**config.mk**
```make
export PLATFORM = sky130hd
export DESIGN_NAME = sap_core_flat
export DESIGN_NICKNAME = d
export VERILOG_FILES = /design/src/rtl/sap_core_if.sv /design/src/rtl/sap_core.sv /design/src/flat_wrapper.sv
export SDC_FILE = /design/constraint.sdc
export NUM_CORES = 1
export LEC_CHECK = 0
export CELL_PAD_IN_SITES_DETAIL_PLACEMENT = 0
export CELL_PAD_IN_SITES_GLOBAL_PLACEMENT = 1
export CORE_ASPECT_RATIO = 0.8
export CORE_MARGIN = 1.5
export CORE_UTILIZATION = 56
export CTS_BUF_LIST = sky130_fd_sc_hd__clkbuf_8
export DETAILED_ROUTE_END_ITERATION = 16
export DONT_BUFFER_PORTS = 1
export GPL_ROUTABILITY_DRIVEN = 0
export PLACE_DENSITY = 0.82
export SKIP_CTS_REPAIR_TIMING = 1
export SLEW_MARGIN = 20
export SYNTH_ARGS = -nofsm -noshare
export SYNTH_HDL_FRONTEND = slang
export SYNTH_SLANG_ARGS = --single-unit
```
**constraint.sdc**
```tcl
create_clock -name fastClk -period 4 [get_ports fastClk]
set_input_delay 1 -clock fastClk [delete_from_list [all_inputs] [get_ports fastClk]]
set_output_delay 1 -clock fastClk [all_outputs]
set_load 0.01 [all_outputs]
```
**src/rtl/sap_core_if.sv**
```systemverilog
// Purpose: bundles the program-load, control and result signals of sap_core.
// Latency: none; plain wires between testbench/host (master) and core (slave).
// Backpressure: none; the host paces the core through step_en and prog_mode.
// Ports: step_en/prog_mode/prog_we/prog_addr/prog_data host->core;
//        out_data/out_valid/halted/flags core->host.
interface sap_core_if #(
    parameter int DATA_W = 8,
    parameter int ADDR_W = 4
);
    logic              step_en;
    logic              prog_mode;
    logic              prog_we;
    logic [ADDR_W-1:0] prog_addr;
    logic [DATA_W-1:0] prog_data;
    logic [DATA_W-1:0] out_data;
    logic              out_valid;
    logic              halted;
    logic [1:0]        flags;

    modport master (
        output step_en, prog_mode, prog_we, prog_addr, prog_data,
        input  out_data, out_valid, halted, flags
    );

    modport slave (
        input  step_en, prog_mode, prog_we, prog_addr, prog_data,
        output out_data, out_valid, halted, flags
    );
endinterface

```
**src/rtl/sap_core.sv**
```systemverilog
// Purpose: SAP-1 style accumulator CPU with on-chip RAM, loadable in prog_mode.
// Latency: 3 to 5 enabled microsteps per instruction (fetch is T0/T1).
// Backpressure: none; the core advances only on fastClk edges with step_en high.
// Ports: fastClk (sole clock), rst (async, active-high), bus (sap_core_if.slave):
//        program load strobes in, out_data/out_valid/halted/flags{carry,zero} out.
module sap_core #(
    parameter int DATA_W = 8,
    parameter int ADDR_W = 4
) (
    input  logic       fastClk,
    input  logic       rst,
    sap_core_if.slave  bus
);
    localparam logic [2:0] T0 = 3'd0;
    localparam logic [2:0] T1 = 3'd1;
    localparam logic [2:0] T2 = 3'd2;
    localparam logic [2:0] T3 = 3'd3;
    localparam logic [2:0] T4 = 3'd4;

    localparam logic [3:0] OP_LDA = 4'h1;
    localparam logic [3:0] OP_ADD = 4'h2;
    localparam logic [3:0] OP_SUB = 4'h3;
    localparam logic [3:0] OP_STA = 4'h4;
    localparam logic [3:0] OP_LDI = 4'h5;
    localparam logic [3:0] OP_JMP = 4'h6;
    localparam logic [3:0] OP_JC  = 4'h7;
    localparam logic [3:0] OP_JZ  = 4'h8;
    localparam logic [3:0] OP_OUT = 4'hE;
    localparam logic [3:0] OP_HLT = 4'hF;

    // Program/data RAM; deliberately outside the reset domain so rst keeps the program.
    logic [DATA_W-1:0] mem [2**ADDR_W];

    logic [ADDR_W-1:0] pc;
    logic [ADDR_W-1:0] mar;
    logic [DATA_W-1:0] ir;
    logic [DATA_W-1:0] a;
    logic [DATA_W-1:0] b;
    logic [2:0]        tstep;
    logic              carry;
    logic              zero;
    logic [DATA_W-1:0] out_data;
    logic              out_valid;
    logic              halted;

    logic [3:0]        opcode;
    logic [ADDR_W-1:0] operand;
    logic [DATA_W-1:0] ram_rd;
    logic              run_step;

    assign opcode   = ir[DATA_W-1 -: 4];
    assign operand  = ir[ADDR_W-1:0];
    assign ram_rd   = mem[mar];
    assign run_step = bus.step_en && !bus.prog_mode && !halted;

    // ALU: subtraction is A + ~B + 1, so the carry-out doubles as "no borrow".
    logic [DATA_W-1:0] alu_b;
    logic [DATA_W:0]   alu_sum;
    always_comb begin
        alu_b   = (opcode == OP_SUB) ? ~b : b;
        alu_sum = {1'b0, a} + {1'b0, alu_b} + {{DATA_W{1'b0}}, (opcode == OP_SUB)};
    end

    // RAM write port shared by program load and STA T3.
    logic              ram_we;
    logic [ADDR_W-1:0] ram_wa;
    logic [DATA_W-1:0] ram_wd;
    always_comb begin
        ram_we = 1'b0;
        ram_wa = mar;
        ram_wd = a;
        if (bus.prog_mode) begin
            ram_we = bus.prog_we;
            ram_wa = bus.prog_addr;
            ram_wd = bus.prog_data;
        end else if (run_step && tstep == T3 && opcode == OP_STA) begin
            ram_we = 1'b1;
        end
    end

    always_ff @(posedge fastClk) begin
        if (ram_we) begin
            mem[ram_wa] <= ram_wd;
        end
    end

    always_ff @(posedge fastClk or posedge rst) begin
        if (rst) begin
            pc        <= '0;
            mar       <= '0;
            ir        <= '0;
            a         <= '0;
            b         <= '0;
            tstep     <= T0;
            carry     <= 1'b0;
            zero      <= 1'b0;
            out_data  <= '0;
            out_valid <= 1'b0;
            halted    <= 1'b0;
        end else begin
            out_valid <= 1'b0;
            if (bus.prog_mode) begin
                // Abort anything in flight; A, B, IR and out_data are kept.
                pc     <= '0;
                mar    <= '0;
                tstep  <= T0;
                halted <= 1'b0;
                carry  <= 1'b0;
                zero   <= 1'b0;
            end else if (run_step) begin
                case (tstep)
                    T0: begin
                        mar   <= pc;
                        tstep <= T1;
                    end
                    T1: begin
                        ir    <= ram_rd;
                        pc    <= pc + 1'b1;
                        tstep <= T2;
                    end
                    T2: begin
                        tstep <= T0;
                        case (opcode)
                            OP_LDA, OP_ADD, OP_SUB, OP_STA: begin
                                mar   <= operand;
                                tstep <= T3;
                            end
                            OP_LDI: a <= {{(DATA_W-ADDR_W){1'b0}}, operand};
                            OP_JMP: pc <= operand;
                            OP_JC:  if (carry) pc <= operand;
                            OP_JZ:  if (zero) pc <= operand;
                            OP_OUT: begin
                                out_data  <= a;
                                out_valid <= 1'b1;
                            end
                            OP_HLT: halted <= 1'b1;
                            default: ;
                        endcase
                    end
                    T3: begin
                        tstep <= T0;
                        case (opcode)
                            OP_LDA: a <= ram_rd;
                            OP_ADD, OP_SUB: begin
                                b     <= ram_rd;
                                tstep <= T4;
                            end
                            default: ;
                        endcase
                    end
                    T4: begin
                        // Only ADD/SUB reach T4.
                        a     <= alu_sum[DATA_W-1:0];
                        carry <= alu_sum[DATA_W];
                        zero  <= (alu_sum[DATA_W-1:0] == '0);
                        tstep <= T0;
                    end
                    default: tstep <= T0;
                endcase
            end
        end
    end

    assign bus.out_data  = out_data;
    assign bus.out_valid = out_valid;
    assign bus.halted    = halted;
    assign bus.flags     = {carry, zero};
endmodule
```
**src/flat_wrapper.sv**
```systemverilog
// flat-port wrapper written by rule: the top's interface ports become plain ports
module sap_core_flat 
#(
    parameter int DATA_W = 8,
    parameter int ADDR_W = 4
)
  (fastClk, rst, bus_step_en, bus_prog_mode, bus_prog_we, bus_prog_addr, bus_prog_data, bus_out_data, bus_out_valid, bus_halted, bus_flags);
  sap_core_if #(.DATA_W(DATA_W), .ADDR_W(ADDR_W)) bus_i ();
  input  logic fastClk;
  input  logic rst;
  input wire logic [$bits(bus_i.step_en)-1:0] bus_step_en;
  input wire logic [$bits(bus_i.prog_mode)-1:0] bus_prog_mode;
  input wire logic [$bits(bus_i.prog_we)-1:0] bus_prog_we;
  input wire logic [$bits(bus_i.prog_addr)-1:0] bus_prog_addr;
  input wire logic [$bits(bus_i.prog_data)-1:0] bus_prog_data;
  output wire logic [$bits(bus_i.out_data)-1:0] bus_out_data;
  output wire logic [$bits(bus_i.out_valid)-1:0] bus_out_valid;
  output wire logic [$bits(bus_i.halted)-1:0] bus_halted;
  output wire logic [$bits(bus_i.flags)-1:0] bus_flags;
  assign bus_i.step_en = bus_step_en;
  assign bus_i.prog_mode = bus_prog_mode;
  assign bus_i.prog_we = bus_prog_we;
  assign bus_i.prog_addr = bus_prog_addr;
  assign bus_i.prog_data = bus_prog_data;
  assign bus_out_data = bus_i.out_data;
  assign bus_out_valid = bus_i.out_valid;
  assign bus_halted = bus_i.halted;
  assign bus_flags = bus_i.flags;
  sap_core #(.DATA_W(DATA_W), .ADDR_W(ADDR_W)) u_core (.fastClk(fastClk), .rst(rst), .bus(bus_i));
endmodule
```
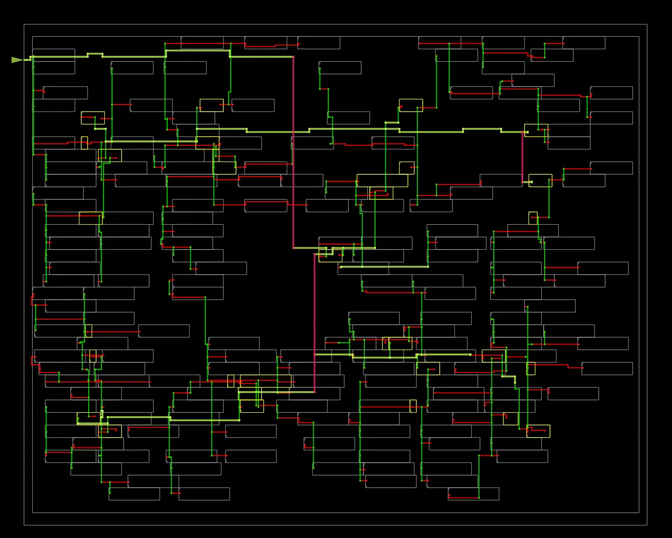
Figure 1: clock routing.
number of sinks driven by the clock tree: 175
Clk power: 1.16 mW
worst setup skew after layout: 0.01353 ns
number of sequential cells in the layout: 175
Late-Pin Clk Latency: 0.46 ns

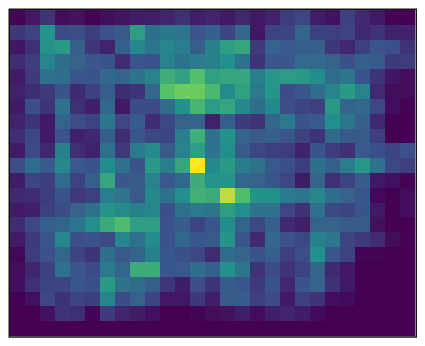
Figure 2: wire density map.
Drawn at 3 px/micron. The die is cut into 27 by 22 equal tiles; dark purple is low, yellow is high, scaled to the fullest tile. Values are wire area over tile area, all layers added.
emptiest ninth of the die: lower right
fullest tile: 0.74
tiles over half the peak: 9.6%
nearly empty tiles: 12%
mean over tiles: 0.18

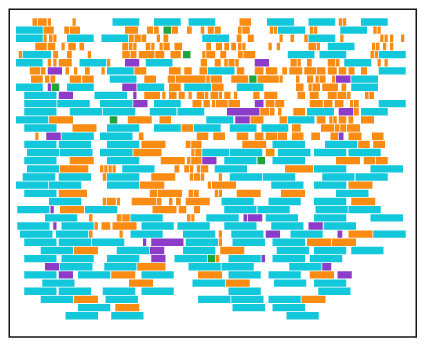
Figure 3: placed cells, one color a class.
Drawn at 3 px/micron.
[cyan] sequential cells | cells: 175
[green] remaining buffers and delay cells | cells: 7
[orange] combinational and other logic | cells: 304
[purple] clock drivers and dummy loads | cells: 32
number of cell rows: 38
Layout Cell Area excl Fill: 8319 sq um
flop share of the area: 60.35%
Post-Route Utilization: 61.18%
core region area: 13600 sq um

==> impl_metrics.env <==
# physical design summary
export IMPL_setup_worst_path_end_class="flip-flop"
export IMPL_power_density_nw_per_um2=470.8
export IMPL_cts_made_buffers=17
export IMPL_placedCellCount=666
export IMPL_layout_cells_non_filler=698
export IMPL_wl_met2_microns=7434
export IMPL_synthMostInstantiatedCell="edfxtp_1"
export IMPL_post_dp_hpwl_microns=11650
export IMPL_fin_hold_ws_ns=0.5114
export IMPL_post_synth_adder_cell_area_pct=1.695
export IMPL_cell_internal_pwr_mw=2.879
export IMPL_layout_top_cells_excl_fill_tap="edfxtp_1, nand2_1, dfrtp_1"
export IMPL_gr_usage_met2_pct=34.37
export IMPL_postPlaceCellArea_sq_um=7944
export IMPL_worst_path_bufs_invs=0
export IMPL_holdCritPathClass="in -> async"
export IMPL_dieWidth_microns=135.1
export IMPL_ir_drop_mv=0.3787
export IMPL_finalClockPeriodUsage_pct=82.39
export IMPL_number_of_buffers_inserted_by_port_buffering=0
export IMPL_report_final_slew_viol_count=0
export IMPL_drt_initial_drc_count=481
export IMPL_die_h_microns=108.7
export IMPL_synth_cells=509
export IMPL_ys_sh_xor_pct=1.679
export IMPL_detail_route_drc_violations=0
export IMPL_p_sw_share_pct=26.51
export IMPL_cts_clk_slew_worst_paths_ns=0.09
export IMPL_met3_wl_microns=1245
export IMPL_hold_violations=0
export IMPL_fp_util_pct=57.53
export IMPL_crit_chain="and3b_1 -> nand4_1 -> o21ai_0 -> o21ai_0 -> nor2_1"
export IMPL_criticalPathCategory="reg -> reg"
export IMPL_tritoncts="built"
export IMPL_critical_path_max_fanout=13
export IMPL_power_frac_clock_pct=29.7
export IMPL_yosys_stat_chipArea_sq_um=7823
export IMPL_grt_pass1_vias=4186
export IMPL_synth_top_area_share_pct=49.14
export IMPL_register_bit_count_reported_by_yosys=175
export IMPL_cts_max_path_buffers=2
export IMPL_max_flop_register="u_core.mem"
export IMPL_postRouteAntennaNets=0
export IMPL_timing_critical_path_arrival_ns=3.38
export IMPL_yosys_warnings=0
export IMPL_synth_compound_gate_area_share_pct=5.342
export IMPL_post_synth_cell_area_avg_sq_um=15.37
export IMPL_mux_frac_synth_pct=16.14
export IMPL_max_freq_mhz=303.4
export IMPL_setup_violations_final=0
export IMPL_seqPwrFrac_pct=56.0
export IMPL_unrepaired_setup_endpoints_after_global_routing="false"
export IMPL_cpLargestDelayFamily="simple AND/OR/NAND/NOR gates"
export IMPL_comb_power_uw=558
export IMPL_clock_tree_root_cell="clkbuf_8"
export IMPL_pin_count_of_the_biggest_net_entering_global_routing=48
export IMPL_yosys_area_share_simple_pct=8.589
export IMPL_power_switching_mw=1.038
export IMPL_num_antenna_cells=0
export IMPL_detail_route_first_pass_iterations=5
export IMPL_slew_headroom_pct=39.08
export IMPL_chipArea_sq_um=14690
export IMPL_crit_required_ns=4.08
export IMPL_layout_drive_gt1_share_pct=20.08
export IMPL_synth_yosys_num_cells=509
export IMPL_timing_final_ws_setup_ns=0.7043
export IMPL_lay_top_count="edfxtp_1"
export IMPL_most_congested_layer_reported_by_global_routing="met1"
export IMPL_final_min_period_ns=3.296
export IMPL_topCombFamilyByArea="multiplexers"
export IMPL_power_top_consumer="sequential cells"
export IMPL_h_tree_levels=4
export IMPL_fillerInstances=1045
export IMPL_seq_power_mw=2.20
export IMPL_async_reset_ff_share_pct=26.86
export IMPL_final_setup_tns_ns=0
export IMPL_wl_per_cell_microns=24.19
export IMPL_maxUsedRoutingLayer="met4"
export IMPL_layout_area_comb_sq_um=2623
export IMPL_post_synth_instance_area_sq_um=7823
export IMPL_synth_cells_most_frequent="edfxtp_1, nand2_1, dfrtp_1"
export IMPL_timing_critical_path_from_type="flip-flop"
export IMPL_grt_pass1_wl_microns=25590
export IMPL_combPwrFrac_pct=14.2
export IMPL_grt_use_met1_pct=38.31
export IMPL_globalRouteOverflowTotal=0
export IMPL_met1Wirelength_microns=8045
export IMPL_p_leak_nw=2.977
export IMPL_status="complete, no violations"
export IMPL_timing_max_cap_violations=0
export IMPL_largest_register_ff_count=128
export IMPL_tightestPinTransition_ns=0.9137
export IMPL_postSynthSeqShare_pct=64.17
export IMPL_design_power_total_mw=3.917
export IMPL_synth_top_cells_by_area="edfxtp_1, dfrtp_1, mux4_2"
export IMPL_dr_vias_cell=6.292
export IMPL_layout_area_seq_sq_um=5021
export IMPL_crit_slowest_cell="nor2_1"
export IMPL_pre_cts_slack_ns=0.6102
export IMPL_synthToLayoutAreaGrowth_pct=6.350
export IMPL_grt_antenna_before_repair=0
export IMPL_synthDistinctLibCells=57
export IMPL_ys_dominant_reg_cell="edfxtp_1"
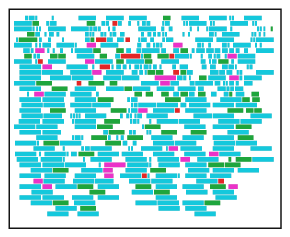
Figure 4: cells by drive strength.
Drawn at 2 px/micron.
[magenta] _6 and larger | cells: 21 | most used: clkbuf_8
[cyan] _0 and _1 cells | cells: 414 | most used: edfxtp_1
[red] _3 and _4 cells | cells: 12 | most used: buf_4
[green] _2 cells | cells: 71 | most used: mux4_2

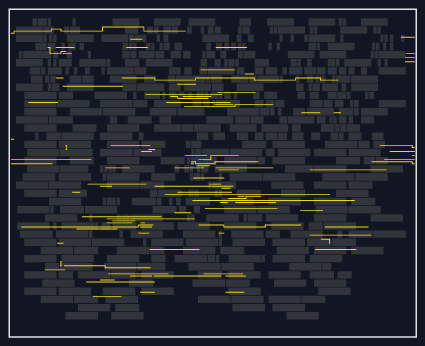
Figure 5: metal 3.
Drawn at 3 px/micron.
share of all routed wire: 7.4%
nets with wire on the layer: 67
main direction: horizontal
longest straight run: 54.7 microns
wire length on this layer: 1250 microns
GR Layer Usage met3: 7.438%
Total Wirelength: 16890 microns
overall via count from detail_route: 4392

==> path summary, 6_finish.rpt <==
path | slack, ns | from | cells past startpoint | to
max | 0.70 | u_core.tstep[2] | 5 | u_core.mem[0][2]
min | 0.51 | rst | 1 | u_core.bus.out_data[4]
max reg2reg | 0.70 | u_core.tstep[2] | 5 | u_core.mem[0][2]
min reg2reg | 0.51 | u_core.mar[1] | 1 | u_core.mar[1]
max in group asynchronous | 2.76 | rst | 2 | u_core.mar[0]
min in group fastClk | 0.51 | u_core.mar[1] | 1 | u_core.mar[1]
==> area by class of cell <==
type | count | share of cell area (%)
flip-flops and latches | 175 | 60.35
multi-input cells | 298 | 31.52
clock buffers | 19 | 3.143
well taps | 180 | 2.707
clock inverters | 13 | 1.369
repair buffers | 7 | 0.6317
inverters | 6 | 0.2707
Power figures rest on the tool's default switching activity, not on a simulated workload.
